$ cat src/rtl/pool2x2_stage.sv
// Streaming 2x2 stride-2 signed max-pool with a one-row line buffer and valid/ready on both sides.
// Optional build macro POOL2X2_RELU_EN clamps negative pooled results to zero on output.
module pool2x2_stage #(
  parameter int W  = 10,
  parameter int H  = 10,
  parameter int DW = 8,
  parameter int AW = 16
) (
  input  logic          clk,
  input  logic          rst,
  input  logic          start,
  input  logic          in_valid,
  input  logic [DW-1:0] in_data,
  output logic          in_ready,
  output logic          out_valid,
  output logic [DW-1:0] out_data,
  output logic [AW-1:0] out_addr,
  input  logic          out_ready,
  output logic          busy,
  output logic          done
);

  localparam int CW = (W > 2) ? $clog2(W) : 1;
  localparam int RW = (H > 2) ? $clog2(H) : 1;
  localparam int LW = (W > 2) ? $clog2(W / 2) : 1;
  localparam logic [CW-1:0] COL_LAST = CW'(W - 1);
  localparam logic [RW-1:0] ROW_LAST = RW'(H - 1);

  typedef enum logic [1:0] {S_IDLE, S_RUN, S_DRAIN, S_DONE} state_t;

  state_t state, state_nx;

  logic [CW-1:0] col;
  logic [RW-1:0] row;
  logic [AW-1:0] idx;
  logic signed [DW-1:0] h_reg;
  logic signed [DW-1:0] lbuf [0:W/2-1];

  logic                 acc;
  logic                 load;
  logic                 last_px;
  logic [LW-1:0]        lidx;
  logic signed [DW-1:0] pix;
  logic signed [DW-1:0] hmax;
  logic signed [DW-1:0] lval;
  logic signed [DW-1:0] pool;
  logic signed [DW-1:0] pool_out;

  // out_ready feeds in_ready combinationally so a single output register sustains full rate
  assign in_ready = (state == S_RUN) && (!out_valid || out_ready);
  assign acc      = in_valid && in_ready;
  assign load     = acc && col[0] && row[0];
  assign last_px  = acc && (col == COL_LAST) && (row == ROW_LAST);
  assign busy     = (state == S_RUN) || (state == S_DRAIN);
  assign done     = (state == S_DONE);
  assign lidx     = LW'(col >> 1);
  assign pix      = $signed(in_data);

  always_comb begin
    hmax = (pix > h_reg) ? pix : h_reg;
    lval = lbuf[lidx];
    pool = (lval > hmax) ? lval : hmax;
`ifdef POOL2X2_RELU_EN
    pool_out = pool[DW-1] ? '0 : pool;
`else
    pool_out = pool;
`endif
  end

  always_comb begin
    state_nx = state;
    case (state)
      S_IDLE:  if (start) state_nx = S_RUN;
      S_RUN:   if (last_px) state_nx = S_DRAIN;
      S_DRAIN: if (!out_valid || out_ready) state_nx = S_DONE;
      S_DONE:  state_nx = S_IDLE;
      default: state_nx = S_IDLE;
    endcase
  end

  always_ff @(posedge clk) begin
    if (rst) begin
      state     <= S_IDLE;
      col       <= '0;
      row       <= '0;
      idx       <= '0;
      h_reg     <= '0;
      out_valid <= 1'b0;
      out_data  <= '0;
      out_addr  <= '0;
    end else begin
      state <= state_nx;
      if (state == S_IDLE && start) begin
        col <= '0;
        row <= '0;
        idx <= '0;
      end else if (acc) begin
        if (col == COL_LAST) begin
          col <= '0;
          row <= (row == ROW_LAST) ? '0 : row + RW'(1);
        end else begin
          col <= col + CW'(1);
        end
        if (!col[0]) h_reg <= pix;
      end
      // a fresh load wins over a same-cycle handshake, keeping out_valid high
      if (load) begin
        out_data  <= pool_out;
        out_addr  <= idx;
        out_valid <= 1'b1;
        idx       <= idx + AW'(1);
      end else if (out_valid && out_ready) begin
        out_valid <= 1'b0;
      end
    end
  end

  // Every entry is written on an even row before the odd row reads it, so no reset is needed
  always_ff @(posedge clk) begin
    if (acc && col[0] && !row[0]) lbuf[lidx] <= hmax;
  end

endmodule

$ cat config.mk
export PLATFORM = sky130hd
export DESIGN_NAME = pool2x2_stage
export DESIGN_NICKNAME = d
export VERILOG_FILES = /design/src/rtl/pool2x2_stage.sv
export SDC_FILE = /design/constraint.sdc
export NUM_CORES = 1
export LEC_CHECK = 0
export ABC_CLOCK_PERIOD_IN_PS = 2900
export CORE_MARGIN = 1
export CORE_UTILIZATION = 43
export CTS_BUF_LIST = sky130_fd_sc_hd__clkbuf_4 sky130_fd_sc_hd__clkbuf_8
export DETAILED_ROUTE_END_ITERATION = 10
export GPL_ROUTABILITY_DRIVEN = 0
export PLACE_DENSITY = 0.74
export SYNTH_ARGS = -nofsm -noshare
export SYNTH_HDL_FRONTEND = slang
export SYNTH_SLANG_ARGS = --single-unit
export TNS_END_PERCENT = 5
$ cat constraint.sdc
create_clock -name clk -period 2.9 [get_ports clk]
set_input_delay 0.435 -clock clk [delete_from_list [all_inputs] [get_ports clk]]
set_output_delay 0.435 -clock clk [all_outputs]
set_load 0.1 [all_outputs]
### Clock distribution, run 1

Scale: 4 px per micron.
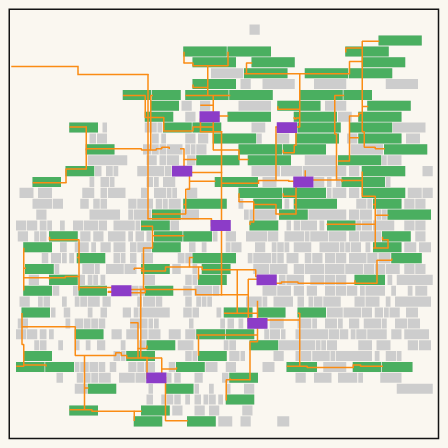
[purple] cells driving clock nets | count: 9
[orange] clock wires | length: 1170 microns
[green] flip-flops | count: 102
flops lie: widely spread
routed clock nets: 10

### Signal wires on met2, run 1

Scale: 4 px per micron. Cells faint in the background.
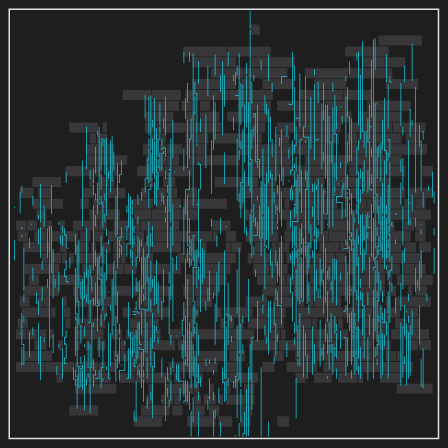
main direction: vertical
wire length on this layer: 5510 microns
nets with wire on the layer: 490
longest straight run: 43.2 microns
share of all routed wire: 50%

==> results.sh, run 1 <==
# source this file to load flow results
export IMPL_status="finished with violations"
export IMPL_violations="setup timing"
export IMPL_floorplan_core_util_pct=45.0
export IMPL_clockBufferDepth=2
export IMPL_worstHoldPathCells=2
export IMPL_flops=102
export IMPL_drc=0
export IMPL_pg_comb_w=0.000990
export IMPL_largest_reg_flops=40
export IMPL_final_clk_cell_share_pct=3.56
export IMPL_clk_latency_ns=0.37
export IMPL_fin_setup_tns_ns=-0.378
export IMPL_seqAreaFraction_pct=41.2
export IMPL_maxSlewViolCount=0
export IMPL_logic_gate_count=289
export IMPL_ys_sh_xor_pct=0.740
export IMPL_edf_count=40
export IMPL_finish_instance_area_sq_mm=0.00594
export IMPL_powerSeq_w=0.00158
export IMPL_setup_violations=8
export IMPL_first_global_vias=3603
export IMPL_synth_most_common_cell="dfxtp_1"
export IMPL_detail_route_wirelength_mm=10.9
export IMPL_top_area_share_pct=26.2
export IMPL_logic_family="simple AND/OR/NAND/NOR gates"
export IMPL_worst_slack_ns=-0.0690
export IMPL_synthAdderAreaFrac_pct=5.82
export IMPL_synth_flops=102
### Placement by cell class, run 1

Scale: 4 px per micron. Fill, decap, tap and diode cells in grey.
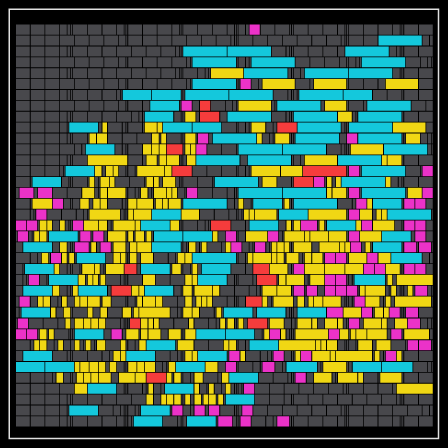
| colour | class | cells |
|---|---|---|
| magenta | other buffers and delay cells | 91 |
| cyan | flip-flops | 102 |
| yellow | all other logic | 321 |
| red | clock drivers and dummy loads | 16 |

run 1: kinds of logic (layout without fill, tap and decap cells):
group | Yosys count | after routing
AOI/OAI and AO/OA | 84 | 84
xor gates and xnor gates | 4 | 4
adders and majority gates | 22 | 22
buffers and inverters | 55 | 139
DFF | 102 | 102
muxes | 33 | 33
and+or+nand+nor | 146 | 146
run 1: routing by layer:
metal | vias to the layer above | global-route usage, % | wire length (microns)
met5 | - | 0 | 0
met3 | 22 | 4.19 | 490
met2 | 96 | 34.0 | 5510
met1 | 1792 | 24.9 | 4720
met4 | 0 | 5.48 | 226
li1 | 1757 | - | -
run 1: repair_timing:
action                     in CTS  in global routing
gates cloned                    0                  0
pin swaps                      16                 18
hold buffers                    0                  0
setup buffers                   9                  5
gates resized                  25                 29
setup endpoints to repair       8                 13
==> run 2, diff against run 1 <==
--- a/config.mk
+++ b/config.mk
@@ -5,13 +5,15 @@
 export SDC_FILE = /design/constraint.sdc
 export NUM_CORES = 1
 export LEC_CHECK = 0
+export ABC_AREA = 1
 export ABC_CLOCK_PERIOD_IN_PS = 2900
+export CORE_ASPECT_RATIO = 0.75
 export CORE_MARGIN = 1
 export CORE_UTILIZATION = 43
 export CTS_BUF_LIST = sky130_fd_sc_hd__clkbuf_4 sky130_fd_sc_hd__clkbuf_8
 export DETAILED_ROUTE_END_ITERATION = 10
 export GPL_ROUTABILITY_DRIVEN = 0
-export PLACE_DENSITY = 0.74
+export PLACE_DENSITY = 0.73
 export SYNTH_ARGS = -nofsm -noshare
 export SYNTH_HDL_FRONTEND = slang
 export SYNTH_SLANG_ARGS = --single-unit
### Clock routing, run 2

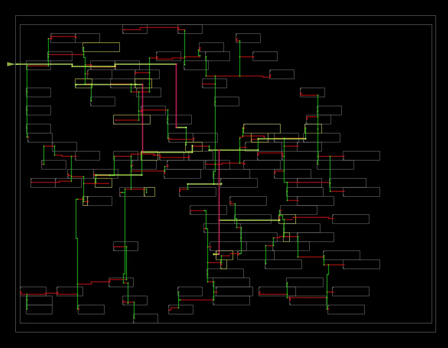
CTS sink count: 102
P_clk: 0.00106 W

### Clock distribution, run 2

Scale: 4 px per micron.
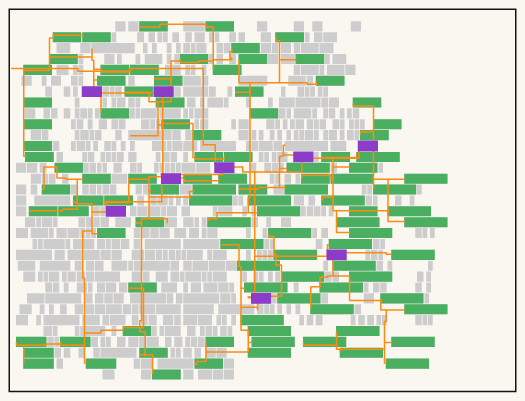
[green] flip-flops | count: 102
[orange] clock wires | length: 1160 microns
[purple] cells driving clock nets | count: 9
flops lie: widely spread
routed clock nets: 10

==> results.sh, run 2 <==
# source this file to load flow results
export IMPL_status="finished with violations"
export IMPL_use_met2_pct=31.1
export IMPL_synthAdderAreaFrac_pct=5.53
export IMPL_cts_resized=27
export IMPL_flops=102
export IMPL_worst_slack_ns=-0.0170
export IMPL_die_w_microns=126
export IMPL_pg_comb_w=0.00170
export IMPL_dr_wl_met3_microns=750
export IMPL_fin_setup_tns_ns=-0.0170
export IMPL_top_usage_layer="met2"
export IMPL_ys_sh_xor_pct=0
export IMPL_finish_instance_area_sq_mm=0.00634
export IMPL_clockBufferDepth=2
export IMPL_setup_violations=1
export IMPL_overflow=0
export IMPL_logic_family="simple AND/OR/NAND/NOR gates"
export IMPL_met1_length_mm=5.52
export IMPL_synth_most_common_cell="nand2_1"
export IMPL_antenna_diode_count=0
export IMPL_highest_layer="met4"
export IMPL_antenna_found_initial=0
export IMPL_first_global_vias=3900
export IMPL_seqAreaFraction_pct=38.7
export IMPL_use_met3_pct=4.32
export IMPL_edf_count=40
export IMPL_cts_setup_buffers=4
export IMPL_grt_first_pass_wirelength_mm=18.5
export IMPL_drc=0
export IMPL_grtUsageMet1_pct=26.4
export IMPL_final_clk_cell_share_pct=3.73
export IMPL_num_rows=33
export IMPL_violations="setup timing"
export IMPL_synth_flops=102
export IMPL_floorplan_core_util_pct=44.8
export IMPL_powerSeq_w=0.00165
export IMPL_yosys_stat_cells=595
export IMPL_flop_area_sq_mm=0.00245
export IMPL_maxSlewViolCount=0
export IMPL_layout_cells_non_filler=811
export IMPL_critPathBufInv=5
export IMPL_nets=701
export IMPL_drt_iter0_markers=309
==> run 2: cell count changes after synthesis, moves of 7 or more <==
cell | before | now
nand2_1 | 55 | 110
inv_1 | 32 | 74
o21ai_0 | 15 | 52
mux2i_1 | 25 | 0
nor2_1 | 31 | 56
nand3_1 | 11 | 26
o21ai_1 | 0 | 11
o221ai_1 | 9 | 0
a21oi_1 | 41 | 49
mux4_2 | 8 | 0
a311oi_1 | 7 | 0
nand4_1 | 5 | 12
==> run 2: worst paths after layout <==
kind | slack (ns) | from | endpoint | cells past startpoint
max | -0.02 | h_reg[5] | out_data[1] | 19
min | 0.42 | in_data[2] | h_reg[2] | 3
max reg2reg | -0.02 | h_reg[5] | out_data[1] | 19
min reg2reg | 0.49 | idx[12] | idx[12] | 2
==> run 3, diff against run 2 <==
--- a/config.mk
+++ b/config.mk
@@ -13,6 +13,7 @@
 export CTS_BUF_LIST = sky130_fd_sc_hd__clkbuf_4 sky130_fd_sc_hd__clkbuf_8
 export DETAILED_ROUTE_END_ITERATION = 10
 export GPL_ROUTABILITY_DRIVEN = 0
+export HOLD_SLACK_MARGIN = 0.12
 export PLACE_DENSITY = 0.73
 export SYNTH_ARGS = -nofsm -noshare
 export SYNTH_HDL_FRONTEND = slang
### Signal wires on met2, run 3

Scale: 4 px per micron. Cells faint in the background.
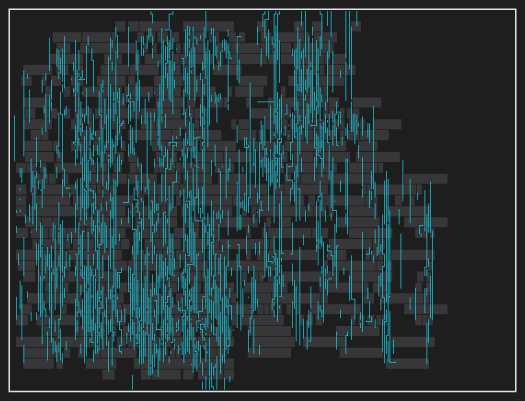
nets with wire on the layer: 576
longest straight run: 32.6 microns
main direction: vertical
share of all routed wire: 47%
wire length on this layer: 5690 microns

### Placement by cell class, run 3

Scale: 3 px per micron. Fill, decap, tap and diode cells in grey.
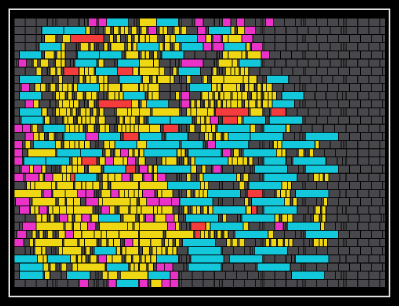
| colour | class | cells |
|---|---|---|
| cyan | flip-flops | 102 |
| yellow | all other logic | 474 |
| magenta | other buffers and delay cells | 79 |
| red | clock drivers and dummy loads | 16 |

==> results.sh, run 3 <==
# source this file to load flow results
export IMPL_cp_num_cells=19
export IMPL_edf_count=40
export IMPL_seqAreaFraction_pct=38.7
export IMPL_violations="setup timing"
export IMPL_met1_length_mm=5.52
export IMPL_rrSetupSlack_ns=-0.02
export IMPL_die_w_microns=126
export IMPL_rr_endpoint="out_data[1]"
export IMPL_flops=102
export IMPL_grt_first_pass_wirelength_mm=18.5
export IMPL_hold_path_startpoint="in_data[2]"
export IMPL_cts_setup_buffers=4
export IMPL_status="finished with violations"
export IMPL_antenna_diode_count=0
export IMPL_finish_instance_area_sq_mm=0.00634
export IMPL_antenna_found_initial=0
export IMPL_setup_violations=1
export IMPL_r2r_cells=19
export IMPL_critPathBufInv=5
export IMPL_yosys_stat_cells=595
export IMPL_worst_slack_ns=-0.0170
export IMPL_cp_startpoint="h_reg[5]"
export IMPL_dr_wl_met3_microns=750
export IMPL_hold_path_endpoint="h_reg[2]"
export IMPL_p_clk_w=0.00106
export IMPL_first_global_vias=3900
export IMPL_synth_flops=102
==> run 3: cell counts in the layout (fill, tap and decap cells not counted) <==
Identical to the previous run, type by type.
==> run 3: per-layer routing <==
| layer | vias up | GRT usage [%] |
|---|---|---|
| met3 | 28 | 4.32 |
| met4 | 0 | 4.82 |
| met1 | 2030 | 26.4 |
| met2 | 155 | 31.1 |
| li1 | 2136 | - |
| met5 | - | 0 |
==> run 3: kinds of logic (layout without fill, tap and decap cells) <==
kind of cell,after synthesis,count (layout),synth area share [%]
AND-OR/OR-AND,127,127,14.0
adder cells (fa/ha/maj),22,22,5.53
buffers and inverters,101,177,8.54
flip-flops,102,102,49.0
AND/OR/NAND/NOR,243,243,22.9
Power is estimated from default activity; no workload was simulated.
